## config.mk

```make
export PLATFORM = sky130hd
export DESIGN_NAME = pipelined_shifter
export DESIGN_NICKNAME = d
export VERILOG_FILES = /design/src/rtl/shifter_pkg.sv /design/src/rtl/shift_layer.sv /design/src/rtl/pipelined_shifter.sv
export SDC_FILE = /design/constraint.sdc
export NUM_CORES = 1
export LEC_CHECK = 0
export CELL_PAD_IN_SITES_DETAIL_PLACEMENT = 1
export CELL_PAD_IN_SITES_GLOBAL_PLACEMENT = 1
export CORE_MARGIN = 4
export CORE_UTILIZATION = 49
export DETAILED_ROUTE_END_ITERATION = 12
export GPL_TIMING_DRIVEN = 0
export PLACE_DENSITY_LB_ADDON = 0.1
export SETUP_SLACK_MARGIN = 0.15
export SLEW_MARGIN = 15
export SYNTH_ARGS = -nofsm -noshare
export SYNTH_HDL_FRONTEND = slang
export SYNTH_HIERARCHICAL = 1
export SYNTH_SLANG_ARGS = --single-unit
export TNS_END_PERCENT = 1
```

## constraint.sdc

```tcl
create_clock -name clk -period 6.61 [get_ports clk]
set_clock_uncertainty 0.2 [all_clocks]
set_input_delay 1.322 -clock clk [delete_from_list [all_inputs] [get_ports clk]]
set_output_delay 1.322 -clock clk [all_outputs]
set_load 0.005 [all_outputs]
```

## src/rtl/shifter_pkg.sv

```systemverilog
// Shared definitions for pipelined_shifter: operation codes and layer-to-stage mapping.
package shifter_pkg;

  localparam logic [2:0] OP_SLL = 3'b000;
  localparam logic [2:0] OP_SRL = 3'b001;
  localparam logic [2:0] OP_SRA = 3'b010;
  localparam logic [2:0] OP_ROL = 3'b011;
  localparam logic [2:0] OP_ROR = 3'b100;

  // Pipeline stage that owns mux layer `layer` out of `shw` layers.
  function automatic int unsigned layer_stage(input int unsigned layer,
                                              input int unsigned stages,
                                              input int unsigned shw);
    return (layer * stages) / shw;
  endfunction

  // Highest-numbered layer owned by `stage`; its output feeds that stage's register bank.
  function automatic int unsigned stage_last_layer(input int unsigned stage,
                                                   input int unsigned stages,
                                                   input int unsigned shw);
    int unsigned last;
    last = 0;
    for (int unsigned k = 0; k < shw; k++) begin
      if (layer_stage(k, stages, shw) == stage) last = k;
    end
    return last;
  endfunction

endpackage

```

## src/rtl/shift_layer.sv

```systemverilog
// One combinational mux layer of the barrel shifter: shifts/rotates by AMT when en is set.
module shift_layer
  import shifter_pkg::*;
#(
  parameter int unsigned WIDTH = 32,
  parameter int unsigned AMT   = 1
) (
  input  logic [WIDTH-1:0] data,
  input  logic [2:0]       op,
  input  logic             en,
  input  logic             sign,
  output logic [WIDTH-1:0] result
);

  // Upper AMT bits set: the positions an arithmetic right shift must fill with sign.
  localparam logic [WIDTH-1:0] FILL_MASK = ~({WIDTH{1'b1}} >> AMT);

  // Select the shifted/rotated word for this layer; pass-through ops and en=0 leave data alone.
  always_comb begin
    result = data;
    if (en) begin
      case (op)
        OP_SLL:  result = data << AMT;
        OP_SRL:  result = data >> AMT;
        OP_SRA:  result = (data >> AMT) | (sign ? FILL_MASK : '0);
        OP_ROL:  result = (data << AMT) | (data >> (WIDTH - AMT));
        OP_ROR:  result = (data >> AMT) | (data << (WIDTH - AMT));
        default: result = data;
      endcase
    end
  end

endmodule

```

## src/rtl/pipelined_shifter.sv

```systemverilog
// Pipelined barrel shifter/rotator with valid/ready handshake and a sideband tag.
// Optional flag outputs (out_zero, out_carry) are built when PIPELINED_SHIFTER_FLAGS_EN is defined.
module pipelined_shifter
  import shifter_pkg::*;
#(
  parameter int unsigned WIDTH  = 32,
  parameter int unsigned STAGES = 2,
  parameter int unsigned TAG_W  = 5
) (
  input  logic                     clk,
  input  logic                     reset_n,
  input  logic                     in_valid,
  output logic                     in_ready,
  input  logic [WIDTH-1:0]         in_data,
  input  logic [2:0]               in_op,
  input  logic [$clog2(WIDTH)-1:0] in_shamt,
  input  logic [TAG_W-1:0]         in_tag,
  output logic                     out_valid,
  input  logic                     out_ready,
  output logic [WIDTH-1:0]         out_data,
  output logic [TAG_W-1:0]         out_tag
`ifdef PIPELINED_SHIFTER_FLAGS_EN
  ,
  output logic                     out_zero,
  output logic                     out_carry
`endif
);

  localparam int unsigned SHW = $clog2(WIDTH);

  // Register banks, one entry per stage; entry STAGES-1 drives the outputs.
  logic [STAGES-1:0]             stg_valid;
  logic [STAGES-1:0][WIDTH-1:0]  stg_data;
  logic [STAGES-1:0][2:0]        stg_op;
  logic [STAGES-1:0][SHW-1:0]    stg_shamt;
  logic [STAGES-1:0]             stg_sign;
  logic [STAGES-1:0][TAG_W-1:0]  stg_tag;

  // Values each stage loads on advance: its upstream controls and its last layer's output.
  logic [STAGES-1:0]             src_valid;
  logic [STAGES-1:0][2:0]        src_op;
  logic [STAGES-1:0][SHW-1:0]    src_shamt;
  logic [STAGES-1:0]             src_sign;
  logic [STAGES-1:0][TAG_W-1:0]  src_tag;
  logic [STAGES-1:0][WIDTH-1:0]  stage_d;

  logic adv;

  // Whole pipe moves together whenever the output slot is free or being drained.
  assign adv       = !out_valid || out_ready;
  assign in_ready  = adv;
  assign out_valid = stg_valid[STAGES-1];
  assign out_data  = stg_data[STAGES-1];
  assign out_tag   = stg_tag[STAGES-1];

  // Mux layers; a layer takes the previous layer's output, or the register bank at a stage boundary.
  for (genvar k = 0; k < SHW; k++) begin : g_layer
    localparam int unsigned S = layer_stage(k, STAGES, SHW);
    logic [WIDTH-1:0] layer_in;
    logic [WIDTH-1:0] layer_out;

    if (k == 0) begin : g_first
      assign layer_in = in_data;
    end else if (layer_stage(k - 1, STAGES, SHW) != S) begin : g_boundary
      assign layer_in = stg_data[S-1];
    end else begin : g_chain
      assign layer_in = g_layer[k-1].layer_out;
    end

    shift_layer #(
      .WIDTH (WIDTH),
      .AMT   (2 ** k)
    ) u_layer (
      .data   (layer_in),
      .op     (src_op[S]),
      .en     (src_shamt[S][k]),
      .sign   (src_sign[S]),
      .result (layer_out)
    );
  end

`ifdef PIPELINED_SHIFTER_FLAGS_EN
  logic [STAGES-1:0] stg_carry;
  logic [STAGES-1:0] src_carry;
  logic              zero_q;
  logic              carry_c;
  logic [SHW-1:0]    neg_shamt;
  logic [SHW-1:0]    shamt_m1;

  assign neg_shamt = -in_shamt;
  assign shamt_m1  = in_shamt - SHW'(1);
  assign out_zero  = zero_q;
  assign out_carry = stg_carry[STAGES-1];

  // Last bit shifted out, taken from the original operand; rotates report the wrapped bit.
  always_comb begin
    carry_c = 1'b0;
    if (in_shamt != '0) begin
      case (in_op)
        OP_SLL, OP_ROL:         carry_c = in_data[neg_shamt];
        OP_SRL, OP_SRA, OP_ROR: carry_c = in_data[shamt_m1];
        default:                carry_c = 1'b0;
      endcase
    end
  end
`endif

  // Per-stage sources: stage 0 from the request port, later stages from the preceding bank.
  for (genvar s = 0; s < STAGES; s++) begin : g_src
    localparam int unsigned LAST = stage_last_layer(s, STAGES, SHW);
    assign stage_d[s] = g_layer[LAST].layer_out;

    if (s == 0) begin : g_head
      assign src_valid[s] = in_valid;
      assign src_op[s]    = in_op;
      assign src_shamt[s] = in_shamt;
      assign src_sign[s]  = in_data[WIDTH-1];
      assign src_tag[s]   = in_tag;
`ifdef PIPELINED_SHIFTER_FLAGS_EN
      assign src_carry[s] = carry_c;
`endif
    end else begin : g_body
      assign src_valid[s] = stg_valid[s-1];
      assign src_op[s]    = stg_op[s-1];
      assign src_shamt[s] = stg_shamt[s-1];
      assign src_sign[s]  = stg_sign[s-1];
      assign src_tag[s]   = stg_tag[s-1];
`ifdef PIPELINED_SHIFTER_FLAGS_EN
      assign src_carry[s] = stg_carry[s-1];
`endif
    end
  end

  // Pipeline register banks: all stages load together on advance, hold otherwise.
  always_ff @(posedge clk or negedge reset_n) begin
    if (!reset_n) begin
      stg_valid <= '0;
      stg_data  <= '0;
      stg_op    <= '0;
      stg_shamt <= '0;
      stg_sign  <= '0;
      stg_tag   <= '0;
`ifdef PIPELINED_SHIFTER_FLAGS_EN
      stg_carry <= '0;
      zero_q    <= 1'b0;
`endif
    end else if (adv) begin
      stg_valid <= src_valid;
      stg_data  <= stage_d;
      stg_op    <= src_op;
      stg_shamt <= src_shamt;
      stg_sign  <= src_sign;
      stg_tag   <= src_tag;
`ifdef PIPELINED_SHIFTER_FLAGS_EN
      stg_carry <= src_carry;
      zero_q    <= (stage_d[STAGES-1] == '0);
`endif
    end
  end

  // Control travelling past the final layer has no consumer.
  logic unused_ctrl;
  assign unused_ctrl = ^{stg_op, stg_shamt, stg_sign};

endmodule

```

Figure 1. Sub-block map (run 1).
Scale: 3 px per µm.
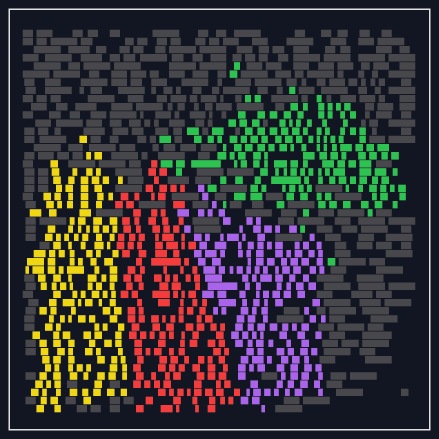
legend:
  green:
    instance: g_layer[3].u_layer
    cells: 161
  red:
    instance: g_layer[1].u_layer
    cells: 164
  yellow:
    instance: g_layer[0].u_layer
    cells: 171
  purple:
    instance: g_layer[2].u_layer
    cells: 163

Figure 2. Signal wires on met3 (run 1).
Scale: 3 px per µm.
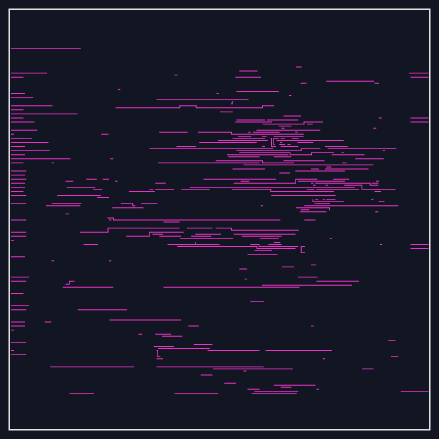
share of all routed wire: 7.5%
longest straight run: 55.4 µm
main direction: horizontal
nets with wire on the layer: 185
wirelength, routed: 30,300 µm
DR vias: 8,458
met3 Use GR: 0.0617

Figure 3. Signal metal coverage by tile (run 1).
Scale: 3 px per µm. 28 x 28 tiles, from black (low) to pale yellow (high), scaled to the fullest tile. Values are wire area over tile area, all layers added.
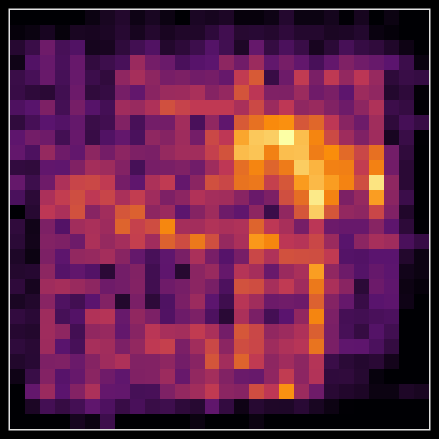
tiles over half the peak: 16%
densest ninth of the die: center
fullest tile: 0.85
nearly empty tiles: 9.2%
mean over tiles: 0.26

Figure 4. Clock routing (run 1).
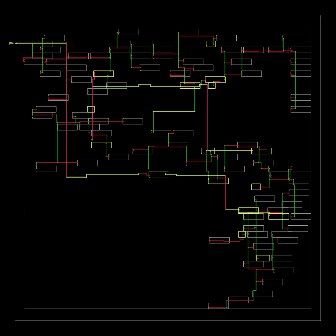
clk_lat worst skew: 0.36 ns
Sink Count: 82
Clock Power: 0.000522 W
TritonCTS Buffers: 9
clock buf count: 9

==> results_slide.txt, run 1 <==
Synthesis and Place & Route Summary

Yosys
  • Async SR Flop Fraction: 1.00
  • YS chip area: 8500 µm²
  • XOR Share, Synth: 0.0206
  • Top cells, area: dfrtp_1 (24%), mux2_4 (14%), o211ai_1 (9.9%)
  • Mux cell area share: 0.185
  • Post-synthesis compound-gate area fraction: 0.323
  • Yosys warnings: 6
  • Post-synth top cells: a31oi_1 (128), a21oi_1 (127), o211ai_1 (112)

STA
  • Final Worst Setup Slack: 2.00 ns
  • Fin Setup TNS: 0 ns
  • Final min period: 4.61 ns
  • Slew Limit Fails: 0
  • Rel. slew slack: 0.542

Detailed routing
  • Via density: 6.86
  • Iter 0 DRT Violations: 844
  • Drt drc: 0
  • Pre-antenna DRT Iters: 6
  • Highest routed layer: met4

Power and ir drop
  • Combinational fraction of design power: 0.509
  • Total sequential power: 0.000812 W
  • LEAKAGE: 3.70 nW
  • P_sw: 0.00107 W

Worst setup path
  • Critical path origin: in_op[0]
  • WP data required: 6.71 ns
  • Most frequent CP cell: a31oi_1
  • Worst flop-to-flop path startpoint: src_op[3]$_DFFE_PN0P_
  • Critical-path cell list: clkdlybuf4s50_1 -> buf_6 -> o21ai_1 -> buf_2 -> o211ai_1 -> a31oi_1 -> o211ai_1 -> a31oi_1 -> mux2_1 -> a22oi_1 -> a31oi_1 -> mux2_4

Global routing
  • Pin count of the biggest net entering global routing: 48
  • Met1 usage: 0.414
  • Remaining Overflow, GRT: 0
  • GR peak layer: met2
  • Antenna violations before repair: 0

Placed design
  • Final HPWL DP: 22,900 µm
  • Worst slack, placed: 1.77 ns
  • GPL Wtd Cong: 0.988

Finish
  • Post-route cell area: 9950 µm²
  • Area delta synth->final: 17.0%
  • Repair and plain buffers: 207
  • Top class by area: logic gates
  • Most common logic cells in the final layout: a31oi_1 (128), a21oi_1 (127), o211ai_1 (112)
  • #MultiIn Comb: 707
  • Flop count: 82
  • Layout cells sized above 1: 0.229
  • Logic area: 5590 µm²
  • Clock network area share: 0.0308
  • Data buffer area share: 0.173

Floorplanning
  • Die height: 140 µm
  • Core box area: 16,800 µm²
  • FP Rows: 47
  • Initial core utilization: 0.507
  • Tap Count: 220

Run status
  • Status: completed

Clock network
  • Root buffer cell: clkbuf_16

Run
  • Tool warnings: 26

Hold path
  • Hold Path Depth: 1
==> inputs of run 2 (changes only) <==
Settings changed: CORE_UTILIZATION 49 to 45.
Clock period 6.61 ns to 4.25 ns, I/O delays scaled along.
Figure 5. Signal wires on met3 (run 2).
Scale: 3 px per µm.
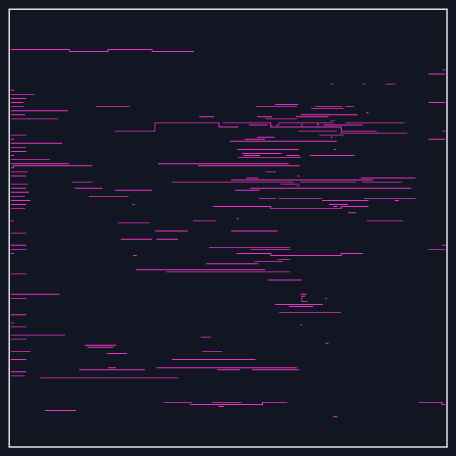
nets with wire on the layer: 134
share of all routed wire: 6.3%
wire length on this layer: 1,860 µm
main direction: horizontal
DR vias: 8,122
met3 Use GR: 0.0452
wirelength, routed: 29,600 µm

Figure 6. Signal metal coverage by tile (run 2).
Scale: 2 px per µm. 29 x 29 tiles, from black (low) to pale yellow (high), scaled to the fullest tile. Values are wire area over tile area, all layers added.
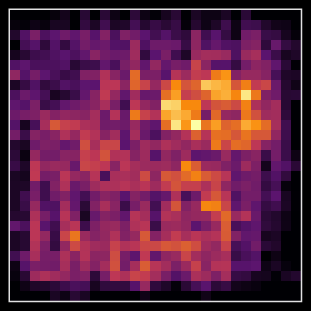
tiles over half the peak: 15%
mean over tiles: 0.22
densest ninth of the die: center
nearly empty tiles: 8.8%
fullest tile: 0.72
WL per Instance: 23.8 µm
GRT Resource Usage Total: 0.273

==> run 2 against run 1 <==
Compared with the run above:
- worst setup slack worse by 1.7 ns
- clock-buffer cell count is 1 higher
- largest power group unchanged
- synthesized cell count did not move
- hold slack worse by 0.071 ns
- total power up 56%
- critical path depth is 2 lower
- critical path type unchanged
- global-route usage shrank 3.1 points
- die area is 8.4% higher
==> results_slide.txt, run 2 <==
Synthesis and Place & Route Summary

Run status
  • Status: completed

STA
  • Rel. slew slack: 0.575
  • Final Worst Setup Slack: 0.322 ns
  • Slew Limit Fails: 0

Finish
  • #MultiIn Comb: 707
  • Clock buf count: 10
  • Data buffer area share: 0.172
  • Post-route cell area: 9970 µm²
  • Repair and plain buffers: 207
  • Layout cells sized above 1: 0.230
  • Flop count: 82
  • Top class by area: logic gates
  • Logic area: 5600 µm²
  • Most common logic cells in the final layout: a21oi_1 (127), a31oi_1 (127), o211ai_1 (112)

Worst setup path
  • Critical path origin: in_op[1]
  • Worst flop-to-flop path startpoint: src_op[5]$_DFFE_PN0P_
  • WP data required: 4.34 ns

Power and ir drop
  • P_sw: 0.00160 W
  • LEAKAGE: 3.70 nW
  • Total sequential power: 0.00124 W

Yosys
  • Async SR Flop Fraction: 1.00
  • XOR Share, Synth: 0.0206
  • Mux cell area share: 0.185
  • Yosys warnings: 6
  • Top cells, area: dfrtp_1 (24%), mux2_4 (14%), o211ai_1 (9.9%)

Global routing
  • Antenna violations before repair: 0
  • GR peak layer: met2
  • Met1 usage: 0.396

Floorplanning
  • Initial core utilization: 0.465
  • Die height: 145 µm
  • Tap Count: 229

Clock network
  • Sink Count: 82
  • Root buffer cell: clkbuf_16
  • TritonCTS Buffers: 9

Run
  • Tool warnings: 27

Detailed routing
  • Highest routed layer: met4
  • Via density: 6.54
  • Iter 0 DRT Violations: 667

Placed design
  • Final HPWL DP: 22,800 µm
==> inputs of run 3 (changes only) <==
Settings changed: CORE_MARGIN 4 to 10, CORE_UTILIZATION 45 to 30.
Figure 7. Signal metal coverage by tile (run 3).
Scale: 2 px per µm. 38 x 38 tiles, from black (low) to pale yellow (high), scaled to the fullest tile. Values are wire area over tile area, all layers added.
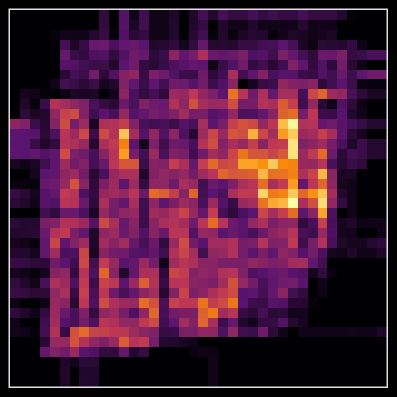
DR vias: 7,993
WL per Instance: 23.2 µm

Figure 8. Sequential cells grouped by signal name (run 3).
Scale: 2 px per µm.
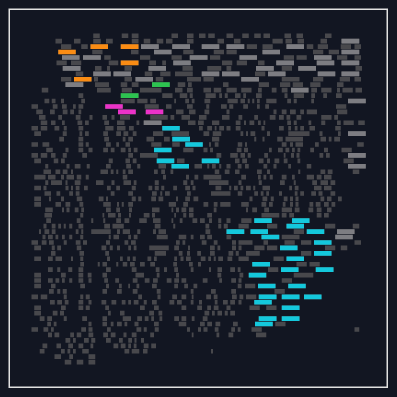
legend:
  green:
    signal: src_shamt
    flops: 2
  magenta:
    signal: src_op
    flops: 3
  cyan:
    signal: g_layer.layer_in
    flops: 32
  orange:
    signal: out_tag
    flops: 5
    where: upper left

==> run 3 against run 2 <==
Compared with the run above:
- critical path depth is 2 higher
- worst setup slack worse by 0.19 ns
- first-iteration DRC count is 15% lower
- largest cell class unchanged
- critical endpoint is now g_layer[3].layer_in[2]$_DFFE_PN0P_
- area after synthesis stayed put
- fmax is 4.7% lower
- highest routed layer unchanged
- sequential power hardly changed
- largest power group unchanged
- cell count is 12% higher
==> results_slide.txt, run 3 <==
Synthesis and Place & Route Summary

Yosys
  • # Cells Yosys: 912
  • YS chip area: 8500 µm²
  • Yosys warnings: 6
  • Synth Area per Inst: 9.32 µm²
  • Top cells, area: dfrtp_1 (24%), mux2_4 (14%), o211ai_1 (9.9%)
  • Synth Flop Type: dfrtp_1
  • Post-synth top cells: a31oi_1 (128), a21oi_1 (127), o211ai_1 (112)
  • Seq share, synth: 0.241
  • Async SR Flop Fraction: 1.00
  • Post-synthesis compound-gate area fraction: 0.323
  • Mux cell area share: 0.185
  • XOR Share, Synth: 0.0206

STA
  • Slew Limit Fails: 0
  • Fin Setup TNS: 0 ns
  • Final Worst Setup Slack: 0.127 ns
  • Final min period: 4.12 ns

Global routing
  • Met2 Use GR: 0.307
  • Met3 Use GR: 0.0207
  • Pin count of the biggest net entering global routing: 43
  • Remaining Overflow, GRT: 0
  • GR peak layer: met2
  • Met1 usage: 0.231
  • Antenna violations before repair: 0
  • GRT Resource Usage Total: 0.178

Worst setup path
  • Most frequent CP cell: a31oi_1
  • WP data required: 4.34 ns
  • Worst flop-to-flop path startpoint: src_op[3]$_DFFE_PN0P_
  • Critical path origin: in_op[1]
  • Worst R2R Path Depth: 9
  • Critical-path cell list: clkdlybuf4s50_1 -> buf_4 -> xnor2_2 -> buf_2 -> nand3b_1 -> a31oi_1 -> mux2_1 -> a22oi_1 -> a31oi_1 -> nand2_1 -> a31oi_1 -> mux2_4

Power and ir drop
  • Combinational fraction of design power: 0.500
  • P_sw: 0.00160 W
  • Total sequential power: 0.00124 W
  • Clock Power: 0.000893 W
  • LEAKAGE: 3.71 nW

Detailed routing
  • Drt drc: 0
  • Pre-antenna DRT Iters: 5
  • Iter 0 DRT Violations: 565
  • Via density: 5.75
  • Wirelength, routed: 32,300 µm
  • Highest routed layer: met4

Finish
  • Top class by area: logic gates
  • Register cell area after layout: 2050 µm²
  • #MultiIn Comb: 707
  • Clock buf count: 9
  • Area delta synth->final: 19.9%
  • Logic area: 5610 µm²
  • Repair and plain buffers: 207
  • Layout cells sized above 1: 0.234
  • Clock network area share: 0.0324
  • Most common logic cells in the final layout: a21oi_1 (127), a31oi_1 (124), o211ai_1 (112)
  • Data buffer area share: 0.169
  • Flop count: 82
  • Post-route cell area: 10,200 µm²

Floorplanning
  • Tap Count: 378
  • Initial core utilization: 0.305
  • Core box area: 27,900 µm²
  • FP Rows: 61
  • Die height: 188 µm
  • Die footprint: 35,500 µm²

Run status
  • Status: completed

Clock network
  • Clk_lat worst skew: 0.35 ns
  • Sink Count: 82
  • TritonCTS Buffers: 9
  • CTS tree: yes
  • CTS resizes: 1
  • Root buffer cell: clkbuf_16

Placed design
  • Final HPWL DP: 25,500 µm
  • Worst slack, placed: -0.311 ns
  • GPL Wtd Cong: 0.861
Power and IR drop assume default switching activity.
